==> images/wires.png <==
Scale: 3 px per micron.
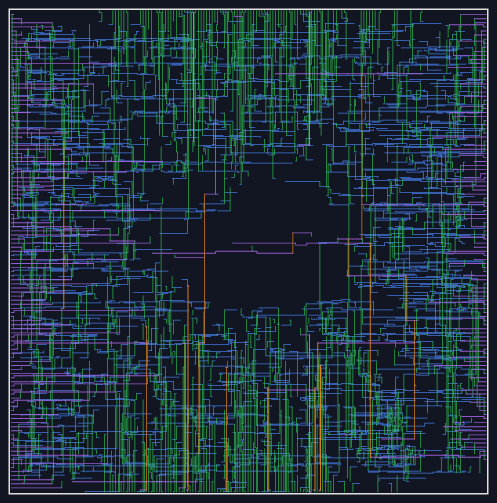
==> images/clocks.png <==
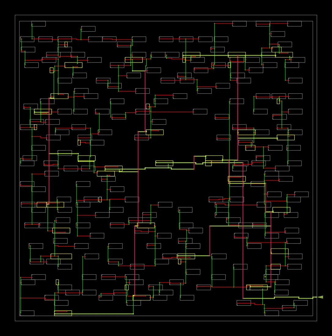
==> images/logic_types.png <==
Scale: 1.5 px per micron.
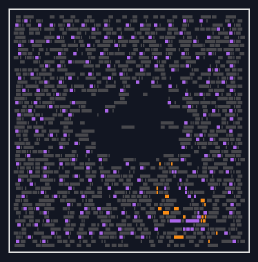
==> images/power_grid.png <==
Scale: 2 px per micron. Pins as bars on the die edge.
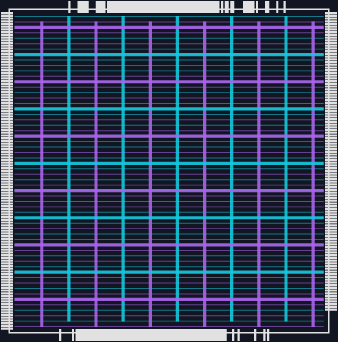
## config.mk

```make
export PLATFORM = sky130hd
export DESIGN_NAME = craft_round_scheduler_flat
export DESIGN_NICKNAME = d
export VERILOG_FILES = /design/src/rtl/craft_pkg.sv /design/src/rtl/craft_round_scheduler_if.sv /design/src/rtl/craft_round_counter.sv /design/src/rtl/craft_round_scheduler.sv /design/src/flat_wrapper.sv
export SDC_FILE = /design/constraint.sdc
export NUM_CORES = 1
export LEC_CHECK = 0
export CAP_MARGIN = 20
export CORE_AREA = 2 2 157 159
export CTS_CLUSTER_SIZE = 40
export DETAILED_ROUTE_END_ITERATION = 16
export DIE_AREA = 0 0 159 161
export PLACE_DENSITY_LB_ADDON = 0.12
export SETUP_SLACK_MARGIN = 0.1
export SLEW_MARGIN = 0
export SYNTH_ARGS = -nofsm -noshare
export SYNTH_HDL_FRONTEND = slang
export SYNTH_SLANG_ARGS = --single-unit
export TNS_END_PERCENT = 5
```

## constraint.sdc

```tcl
create_clock -name clk -period 2.5 [get_ports clk]
set_input_delay 0.375 -clock clk [delete_from_list [all_inputs] [get_ports clk]]
set_output_delay 0.375 -clock clk [all_outputs]
set_load 0.005 [all_outputs]
```

## src/rtl/craft_pkg.sv

```systemverilog
// Shared constants and types for the CRAFT round scheduler.
package craft_pkg;

    localparam int CRAFT_ROUNDS  = 32;
    localparam int CRAFT_NIBBLES = 16;

    localparam int KEY_W    = 128;
    localparam int TWEAK_W  = 64;
    localparam int RC_IDX_W = 8;
    localparam int NIB_W    = 4;

    typedef enum logic [1:0] {
        IDLE = 2'd0,
        RUN  = 2'd1,
        DONE = 2'd2
    } sched_state_t;

endpackage

```

## src/rtl/craft_round_scheduler_if.sv

```systemverilog
// Request/sequencing bundle between the cipher wrapper and the round scheduler.
interface craft_round_scheduler_if;
    import craft_pkg::*;

    logic                start;
    logic [KEY_W-1:0]    key_in;
    logic [TWEAK_W-1:0]  tweak_in;
    logic                stall;
    logic                busy;
    logic                done;
    logic [KEY_W-1:0]    key_o;
    logic [TWEAK_W-1:0]  tweak_o;
    logic                kr_en;
    logic                kr_ck0;
    logic [RC_IDX_W-1:0] round_o;
    logic [NIB_W-1:0]    nib_o;
    logic                last_round;

    modport master (
        output start, key_in, tweak_in, stall,
        input  busy, done, key_o, tweak_o, kr_en, kr_ck0, round_o, nib_o, last_round
    );

    modport slave (
        input  start, key_in, tweak_in, stall,
        output busy, done, key_o, tweak_o, kr_en, kr_ck0, round_o, nib_o, last_round
    );

endinterface

```

## src/rtl/craft_round_counter.sv

```systemverilog
// Nibble/round counter pair: advances one nibble per enable, bumps the round on wrap.
module craft_round_counter
    import craft_pkg::*;
#(
    parameter int ROUNDS = CRAFT_ROUNDS
) (
    input  logic                clk,
    input  logic                rst_n,
    input  logic                i_clr,
    input  logic                i_adv,
    output logic [NIB_W-1:0]    o_nib,
    output logic [RC_IDX_W-1:0] o_round,
    output logic [RC_IDX_W-1:0] o_round_next,
    output logic                o_terminal
);

    localparam logic [NIB_W-1:0]    NIB_LAST   = NIB_W'(CRAFT_NIBBLES - 1);
    localparam logic [RC_IDX_W-1:0] ROUND_LAST = RC_IDX_W'(ROUNDS - 1);

    logic [NIB_W-1:0]    r_nib;
    logic [RC_IDX_W-1:0] r_round;
    logic [NIB_W-1:0]    w_nib_next;
    logic [RC_IDX_W-1:0] w_round_next;

    // The round only ever moves by +1 on a nibble wrap, or back to 0 on clear.
    always_comb begin
        w_nib_next   = r_nib;
        w_round_next = r_round;
        if (i_clr) begin
            w_nib_next   = '0;
            w_round_next = '0;
        end else if (i_adv) begin
            w_nib_next = r_nib + NIB_W'(1);
            if (r_nib == NIB_LAST) begin
                w_round_next = r_round + RC_IDX_W'(1);
            end
        end
    end

    always_ff @(posedge clk) begin
        if (!rst_n) begin
            r_nib   <= '0;
            r_round <= '0;
        end else begin
            r_nib   <= w_nib_next;
            r_round <= w_round_next;
        end
    end

    assign o_nib        = r_nib;
    assign o_round      = r_round;
    assign o_round_next = w_round_next;
    assign o_terminal   = (r_nib == NIB_LAST) && (r_round == ROUND_LAST);

endmodule

```

## src/rtl/craft_round_scheduler.sv

```systemverilog
// Sequencer for the nibble-serial CRAFT datapath: key/tweak capture, round/nibble
// stepping and key-register strobes.
module craft_round_scheduler
    import craft_pkg::*;
#(
    parameter int ROUNDS = CRAFT_ROUNDS
) (
    input  logic                    clk,
    input  logic                    rst_n,
    craft_round_scheduler_if.slave  bus
);

    localparam logic [RC_IDX_W-1:0] ROUND_LAST = RC_IDX_W'(ROUNDS - 1);

    sched_state_t        r_state;
    logic                r_busy;
    logic                r_done;
    logic                r_last_round;
    logic [KEY_W-1:0]    r_key;
    logic [TWEAK_W-1:0]  r_tweak;

    logic                w_run;
    logic                w_clr;
    logic                w_adv;
    logic                w_terminal;
    logic [NIB_W-1:0]    w_nib;
    logic [RC_IDX_W-1:0] w_round;
    logic [RC_IDX_W-1:0] w_round_next;

    assign w_run = (r_state == RUN);
    // Counters sit at zero outside RUN; the DONE->IDLE edge is what returns round_o to 0.
    assign w_clr = !w_run;
    assign w_adv = w_run && !bus.stall && !w_terminal;

    craft_round_counter #(
        .ROUNDS (ROUNDS)
    ) u_counter (
        .clk          (clk),
        .rst_n        (rst_n),
        .i_clr        (w_clr),
        .i_adv        (w_adv),
        .o_nib        (w_nib),
        .o_round      (w_round),
        .o_round_next (w_round_next),
        .o_terminal   (w_terminal)
    );

    always_ff @(posedge clk) begin
        if (!rst_n) begin
            r_state      <= IDLE;
            r_busy       <= 1'b0;
            r_done       <= 1'b0;
            r_last_round <= 1'b0;
            r_key        <= '0;
            r_tweak      <= '0;
        end else begin
            case (r_state)
                IDLE: begin
                    r_done       <= 1'b0;
                    r_last_round <= 1'b0;
                    if (bus.start) begin
                        r_key   <= bus.key_in;
                        r_tweak <= bus.tweak_in;
                        r_busy  <= 1'b1;
                        r_state <= RUN;
                    end
                end
                RUN: begin
                    if (!bus.stall && w_terminal) begin
                        r_busy       <= 1'b0;
                        r_done       <= 1'b1;
                        r_last_round <= 1'b0;
                        r_state      <= DONE;
                    end else begin
                        r_last_round <= (w_round_next == ROUND_LAST);
                    end
                end
                DONE: begin
                    r_done       <= 1'b0;
                    r_last_round <= 1'b0;
                    r_state      <= IDLE;
                end
                default: begin
                    r_busy       <= 1'b0;
                    r_done       <= 1'b0;
                    r_last_round <= 1'b0;
                    r_state      <= IDLE;
                end
            endcase
        end
    end

    assign bus.busy       = r_busy;
    assign bus.done       = r_done;
    assign bus.key_o      = r_key;
    assign bus.tweak_o    = r_tweak;
    assign bus.round_o    = w_round;
    assign bus.nib_o      = w_nib;
    assign bus.last_round = r_last_round;
    // ck0 deliberately ignores stall so a stall on nibble 0 keeps the load strobe up.
    assign bus.kr_ck0     = w_run && (w_nib == '0);
    assign bus.kr_en      = w_run && !bus.stall;

endmodule

```

## src/flat_wrapper.sv

```systemverilog
// flat-port wrapper written by rule: the top's interface ports become plain ports
module craft_round_scheduler_flat import craft_pkg::*;
#(
    parameter int ROUNDS = CRAFT_ROUNDS
)
  (clk, rst_n, bus_start, bus_key_in, bus_tweak_in, bus_stall, bus_busy, bus_done, bus_key_o, bus_tweak_o, bus_kr_en, bus_kr_ck0, bus_round_o, bus_nib_o, bus_last_round);
  craft_round_scheduler_if bus_i ();
  input  logic clk;
  input  logic rst_n;
  input wire logic [$bits(bus_i.start)-1:0] bus_start;
  input wire logic [$bits(bus_i.key_in)-1:0] bus_key_in;
  input wire logic [$bits(bus_i.tweak_in)-1:0] bus_tweak_in;
  input wire logic [$bits(bus_i.stall)-1:0] bus_stall;
  output wire logic [$bits(bus_i.busy)-1:0] bus_busy;
  output wire logic [$bits(bus_i.done)-1:0] bus_done;
  output wire logic [$bits(bus_i.key_o)-1:0] bus_key_o;
  output wire logic [$bits(bus_i.tweak_o)-1:0] bus_tweak_o;
  output wire logic [$bits(bus_i.kr_en)-1:0] bus_kr_en;
  output wire logic [$bits(bus_i.kr_ck0)-1:0] bus_kr_ck0;
  output wire logic [$bits(bus_i.round_o)-1:0] bus_round_o;
  output wire logic [$bits(bus_i.nib_o)-1:0] bus_nib_o;
  output wire logic [$bits(bus_i.last_round)-1:0] bus_last_round;
  assign bus_i.start = bus_start;
  assign bus_i.key_in = bus_key_in;
  assign bus_i.tweak_in = bus_tweak_in;
  assign bus_i.stall = bus_stall;
  assign bus_busy = bus_i.busy;
  assign bus_done = bus_i.done;
  assign bus_key_o = bus_i.key_o;
  assign bus_tweak_o = bus_i.tweak_o;
  assign bus_kr_en = bus_i.kr_en;
  assign bus_kr_ck0 = bus_i.kr_ck0;
  assign bus_round_o = bus_i.round_o;
  assign bus_nib_o = bus_i.nib_o;
  assign bus_last_round = bus_i.last_round;
  craft_round_scheduler #(.ROUNDS(ROUNDS)) u_core (.clk(clk), .rst_n(rst_n), .bus(bus_i));
endmodule
```

==> flow_summary.json <==
{
  "status": "finished, final reports clean",
  "grt-ovfl-total": 0,
  "mux_area_share_pct": 0.3791,
  "io_pins": 405,
  "synthTopCellsByCount": "388 x nand2_1, 209 x dfxtp_1, 193 x a21boi_0",
  "period_minus_slack_ps": 2218,
  "dr_wl_met2_mm": 11.92,
  "ys_seq_elements": 209,
  "seqCellArea_sq_mm": 0.004185,
  "path_cells": "nor3b_4 > clkdlybuf4s50_1",
  "fmax_ghz": 0.4509,
  "r2r-start": "u_core.u_counter.o_round[0]",
  "critical_path_arrival_ps": 1840,
  "r2r_end": "u_core.bus.last_round",
  "p_per_area_mw_per_mm2": 633.8,
  "ys_seq_share_pct": 52.82,
  "hp-class": "in -> reg",
  "ys.flop_type": "dfxtp_1",
  "drive_above_1_share_pct": 4.539,
  "wl_met1_mm": 10.30,
  "firstDrtPassIters": 4,
  "edf_count": 0,
  "utilization_pct": 54.63,
  "first_iter_violations": 311,
  "worstMarginPinSlew_ps": 841.3,
  "simple_gate_area_share_pct": 21.84,
  "reg2reg_depth": 5,
  "hold_path_end": "u_core.bus.key_o[24]",
  "die_area_sq_mm": 0.02560,
  "wl_mm": 25.70,
  "p_comb_w": 0.00125,
  "dpl.cell_count": 1602,
  "yosys_area_sq_mm": 0.007921,
  "highest-signal-layer": "met4",
  "crit_buf_inv": 1,
  "relSlewSlack_pct": 43.91,
  "cp_top_family": "buffers and inverters",
  "nClkBuffers": 38,
  "pwr-share-comb_pct": 15.0,
  "synthAoiAreaFrac_pct": 20.39,
  "cts.clk_slew.worst_paths_ps": 60,
  "hpwl_mm": 17.73,
  "final_antenna_net_count": 0,
  "setup.worst_path.start": "u_core.r_state[1]",
  "worst-path-stages": 2,
  "hold_depth": 3,
  "clock_power_share_pct": 41.4,
  "syn2layout_area_growth_pct": 65.25,
  "adder_share_pct": 0.4739,
  "synth_warnings": 0,
  "clk_share_pct": 5.907,
  "largest_register_ffs": 128,
  "diodes": 2,
  "grt.met3_usage_pct": 8.526,
  "wl_per_cell_microns": 15.59,
  "powerSeq_w": 0.00362,
  "fin_ws_ps": 282.5,
  "port-buffer-count": 404,
  "cts_tree": "done",
  "area_leaders": "dfxtp_1 53%, nand2_1 18%, a21boi_0 18%",
  "rsz0062_at_grt": "no",
  "grt_max_degree": 195,
  "min_from": "bus_key_in[24]",
  "drv_cap": 0,
  "fin_tns_setup_ps": 0,
  "nFillCells": 2264,
  "layout.nets": 1504,
  "buffer_area_share_pct": 32.57,
  "cp_max_fo": 6,
  "hold_viol_final": 0
}
-- wires.png (at the start) --
- orange: metal 4 (wire length 850 microns)
- green: metal 2 (wire length 11900 microns)
- blue: metal 1 (wire length 10300 microns)
- purple: metal 3 (wire length 2620 microns)

-- clocks.png (at the start) --
Setup Skew: 9.249 ps
Inserted Clock Buffers: 25
Power Clock: 0.00343 W
CTS sink count: 209
clk latency late pin: 520 ps

-- logic_types.png (at the start) --
- purple: aoi and oai cells (cells 210; where widely spread)
- orange: nor cells (cells 18; where south-east)
most numerous logic cell after layout: clkdlybuf4s50_1
Cell Count, Final, Fillers Out: 1648
logic share of the area: 26.33%

-- power_grid.png (at the start) --
- cyan: VDD
- purple: VSS
- rows: 57
- met4 straps: 11
- met1 rails: 58
- met5 straps: 11
- signal pins: 405
die height: 161 microns
Max IR drop VDD: 0.0005274 V
core area: 0.02396 sq mm

Power is estimated from default activity; no workload was simulated.
